`config.mk`:
```
export PLATFORM = sky130hd
export DESIGN_NAME = wb_stage
export DESIGN_NICKNAME = d
export VERILOG_FILES = /design/src/rtl/cpu_pkg.sv /design/src/rtl/wb_stage_load_align.sv /design/src/rtl/wb_stage.sv
export SDC_FILE = /design/constraint.sdc
export NUM_CORES = 1
export LEC_CHECK = 0
export CAP_MARGIN = 20
export CORE_MARGIN = 5
export CORE_UTILIZATION = 42
export CTS_CLUSTER_SIZE = 40
export DETAILED_ROUTE_END_ITERATION = 16
export PLACE_DENSITY_LB_ADDON = 0.3
export REMOVE_ABC_BUFFERS = 1
export SLEW_MARGIN = 20
export SYNTH_ARGS = -nofsm -noshare
export SYNTH_HDL_FRONTEND = slang
export SYNTH_HIERARCHICAL = 1
export SYNTH_SLANG_ARGS = --single-unit
```
`constraint.sdc`:
```
create_clock -name clk -period 2.4 [get_ports clk]
set_input_delay 0.24 -clock clk [delete_from_list [all_inputs] [get_ports clk]]
set_output_delay 0.24 -clock clk [all_outputs]
set_load 0.1 [all_outputs]
```
`src/rtl/cpu_pkg.sv`:
```
// Shared CPU constants and writeback entry type.
// ID/EX decode uses the same WB_SEL and FUNCT3 codes.
package cpu_pkg;

  localparam int unsigned CPU_XLEN = 32;
  localparam int unsigned REG_AW   = 5;

  localparam logic [1:0] WB_SEL_ALU  = 2'b00;
  localparam logic [1:0] WB_SEL_LOAD = 2'b01;
  localparam logic [1:0] WB_SEL_PC4  = 2'b10;
  localparam logic [1:0] WB_SEL_RSVD = 2'b11;

  localparam logic [2:0] FUNCT3_LB  = 3'b000;
  localparam logic [2:0] FUNCT3_LH  = 3'b001;
  localparam logic [2:0] FUNCT3_LW  = 3'b010;
  localparam logic [2:0] FUNCT3_LBU = 3'b100;
  localparam logic [2:0] FUNCT3_LHU = 3'b101;

  typedef struct packed {
    logic                reg_write;
    logic [REG_AW-1:0]   rd;
    logic [CPU_XLEN-1:0] data;
  } wb_entry_t;

endpackage

```
`src/rtl/wb_stage_load_align.sv`:
```
// Load data formatter: selects the addressed byte/half of an aligned word
// and sign- or zero-extends it according to funct3.
module load_align
  import cpu_pkg::*;
(
  input  logic [2:0]          i_funct3,
  input  logic [1:0]          i_addr_lo,
  input  logic [CPU_XLEN-1:0] i_raw,
  output logic [CPU_XLEN-1:0] o_data
);

  logic [7:0]  w_byte;
  logic [15:0] w_half;

  always_comb begin
    w_byte = i_raw[{i_addr_lo, 3'b000} +: 8];
    w_half = i_addr_lo[1] ? i_raw[31:16] : i_raw[15:0];
    case (i_funct3)
      FUNCT3_LB:  o_data = {{(CPU_XLEN-8){w_byte[7]}}, w_byte};
      FUNCT3_LH:  o_data = {{(CPU_XLEN-16){w_half[15]}}, w_half};
      FUNCT3_LBU: o_data = {{(CPU_XLEN-8){1'b0}}, w_byte};
      FUNCT3_LHU: o_data = {{(CPU_XLEN-16){1'b0}}, w_half};
      default:    o_data = i_raw;  // LW and undefined encodings pass the word through
    endcase
  end

endmodule

```
`src/rtl/wb_stage.sv`:
```
// Writeback stage: buffers retiring instructions in a small FIFO, drives the
// register-file write port from its head, offers bypass lookup and counts retirements.
module wb_stage
  import cpu_pkg::*;
#(
  parameter int unsigned XLEN  = CPU_XLEN,
  parameter int unsigned DEPTH = 2
) (
  input  logic            clk,
  input  logic            rst,
  input  logic            in_valid,
  output logic            in_ready,
  input  logic            in_reg_write,
  input  logic [4:0]      in_rd_addr,
  input  logic [1:0]      in_wb_sel,
  input  logic [XLEN-1:0] in_alu_result,
  input  logic [XLEN-1:0] in_load_data,
  input  logic [2:0]      in_funct3,
  input  logic [1:0]      in_addr_lo,
  input  logic [XLEN-1:0] in_pc_plus4,
  input  logic            wb_stall,
  output logic            rd_we,
  output logic [4:0]      rd_addr,
  output logic [XLEN-1:0] rd_wdata,
  input  logic [4:0]      rs1_query,
  input  logic [4:0]      rs2_query,
  output logic            rs1_hit,
  output logic [XLEN-1:0] rs1_hit_data,
  output logic            rs2_hit,
  output logic [XLEN-1:0] rs2_hit_data,
  output logic [63:0]     instret
);

  localparam int unsigned PTR_W = (DEPTH > 1) ? $clog2(DEPTH) : 1;
  localparam int unsigned CNT_W = PTR_W + 1;

  wb_entry_t        r_mem [DEPTH];
  logic [PTR_W-1:0] r_wr_ptr;
  logic [PTR_W-1:0] r_rd_ptr;
  logic [CNT_W-1:0] r_count;
  logic [63:0]      r_instret;

  logic             w_push;
  logic             w_pop;
  logic             w_head_valid;
  wb_entry_t        w_head;
  wb_entry_t        w_new;
  logic [XLEN-1:0]  w_load_data;
  logic [PTR_W-1:0] w_idx;

  load_align u_load_align (
    .i_funct3  (in_funct3),
    .i_addr_lo (in_addr_lo),
    .i_raw     (in_load_data),
    .o_data    (w_load_data)
  );

  assign in_ready     = r_count < CNT_W'(DEPTH);
  assign w_push       = in_valid & in_ready;
  assign w_head_valid = r_count != '0;
  assign w_pop        = w_head_valid & ~wb_stall;
  assign w_head       = r_mem[r_rd_ptr];

  // Incoming entry; writes to x0 are demoted to non-writing retirements
  always_comb begin
    w_new.reg_write = in_reg_write & (in_rd_addr != '0);
    w_new.rd        = in_rd_addr;
    case (in_wb_sel)
      WB_SEL_LOAD: w_new.data = w_load_data;
      WB_SEL_PC4:  w_new.data = in_pc_plus4;
      default:     w_new.data = in_alu_result;
    endcase
  end

  assign rd_we    = w_head_valid & w_head.reg_write & ~wb_stall;
  assign rd_addr  = w_head_valid ? w_head.rd : '0;
  assign rd_wdata = w_head_valid ? w_head.data : '0;
  assign instret  = r_instret;

  always_ff @(posedge clk or posedge rst) begin
    if (rst) begin
      r_wr_ptr  <= '0;
      r_rd_ptr  <= '0;
      r_count   <= '0;
      r_instret <= '0;
    end else begin
      if (w_push) r_wr_ptr <= r_wr_ptr + PTR_W'(1);
      if (w_pop) begin
        r_rd_ptr  <= r_rd_ptr + PTR_W'(1);
        r_instret <= r_instret + 64'd1;
      end
      case ({w_push, w_pop})
        2'b10:   r_count <= r_count + CNT_W'(1);
        2'b01:   r_count <= r_count - CNT_W'(1);
        default: r_count <= r_count;
      endcase
    end
  end

  // Entry storage is qualified by r_count, so it needs no reset
  always_ff @(posedge clk) begin
    if (w_push) r_mem[r_wr_ptr] <= w_new;
  end

  // Bypass: walk oldest to youngest so the last match wins
  always_comb begin
    rs1_hit      = 1'b0;
    rs1_hit_data = '0;
    rs2_hit      = 1'b0;
    rs2_hit_data = '0;
    w_idx        = '0;
    for (int unsigned k = 0; k < DEPTH; k++) begin
      w_idx = r_rd_ptr + PTR_W'(k);
      if ((CNT_W'(k) < r_count) && r_mem[w_idx].reg_write) begin
        if ((rs1_query != '0) && (r_mem[w_idx].rd == rs1_query)) begin
          rs1_hit      = 1'b1;
          rs1_hit_data = r_mem[w_idx].data;
        end
        if ((rs2_query != '0) && (r_mem[w_idx].rd == rs2_query)) begin
          rs2_hit      = 1'b1;
          rs2_hit_data = r_mem[w_idx].data;
        end
      end
    end
  end

endmodule

```
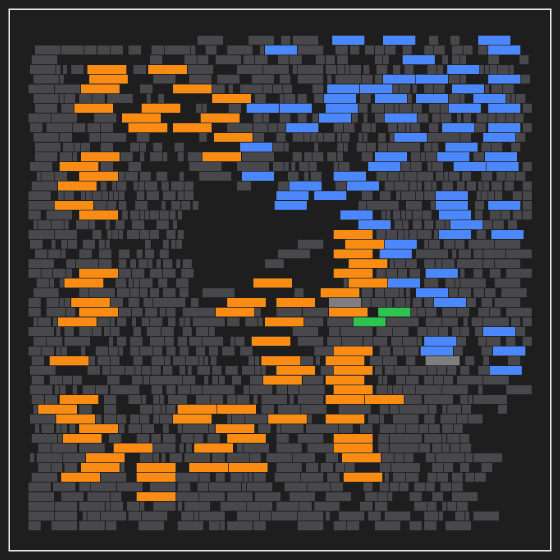
(register map, names as in the netlist)
Other sequential cells in the stronger gray, the rest of the logic in the fainter gray.
| signal | color | sequential cells |
|---|---|---|
| r_count | green | 2 |
| instret | blue | 64 |
| r_mem | orange | 76 |
not colored: 2

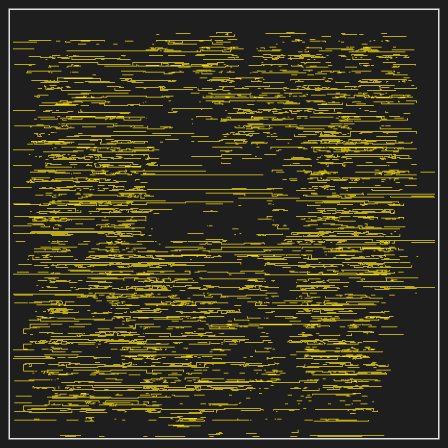
(metal 1)
nets with wire on the layer: 1,129
wire length on this layer: 11,600 um
share of all routed wire: 36%
longest straight run: 46.5 um
Post-Route WL: 32,500 um
met1 GRT Util: 0.307

layout by cell type (no fill, tap or decap), types with 26 or more instances in the layout:
| cell type | count |
|---|---|
| buf_4 | 153 |
| clkdlybuf4s50_1 | 122 |
| buf_12 | 115 |
| nand2_1 | 80 |
| edfxtp_1 | 76 |
| dfrtp_1 | 67 |
| xnor2_1 | 65 |
| nor2_1 | 64 |
| mux2i_1 | 51 |
| nand3_1 | 38 |
| a22o_4 | 38 |
| o21ai_0 | 35 |
| a22oi_1 | 33 |
| a22o_1 | 26 |
kinds of logic (layout without fill, tap and decap cells):
logic type	after synthesis	count (layout)	synth area share
compound gates	157	157	0.139
xor+xnor	87	87	0.0909
fa+ha+maj	6	6	0.00895
buf+inv	63	446	0.0403
flops	144	144	0.475
mux	65	67	0.0822
other cells	0	4	0
simple gates	276	276	0.163
==> CHANGELOG.md <==
### Metrics

* Outcome: finished, violations left
* Failing checks: negative setup slack
* Post-layout min period at about 3.4 ns
* Pin count of the biggest net entering global routing at 39
* WL/cell at approximately 22 um
* Chip Area at 22,900 um^2
* Sw frac at 0.488
* Inverters at 13
* Comb area share at 0.319
* Relative slew margins at 0.582
* Dominant flop cell: edfxtp_1
* Busiest grt layer: met2
* Highest-power group: combinational cells
* Yosys top cell by area: edfxtp_1
* Clk buf depth at 2
* Seq cells at ~140
* Vias in the first global route at approximately 8,300
* GRT Util Overall at 0.270
* CTS tree: done
* Tool warnings at 29
* Leak at between 6 and 7 nW
* Endpoints failing hold at 0
* DR vias/cell at roughly 5.6
* Total core area at between 15,000 and 20,000 um^2
* TritonCTS Buffers at 17
* Final setup viols at 66
* R2R setup slack at approximately 0.020 ns
* Setup WS post-layout at -0.968 ns
* Ys cells at between 700 and 800
* First-pass GRT wire length at 46,900 um
* Clk pin slew, worst setup/hold paths at roughly 0.070 ns
* VDD IR max at roughly 0.001 V
* Grt met3 use at 0.0886
* Via count at 8,107
* Crit path depth at 9
* CTS sink count at between 100 and 150
* Net Sw Power at 0.00729 W
Power figures rest on the tool's default switching activity, not on a simulated workload.
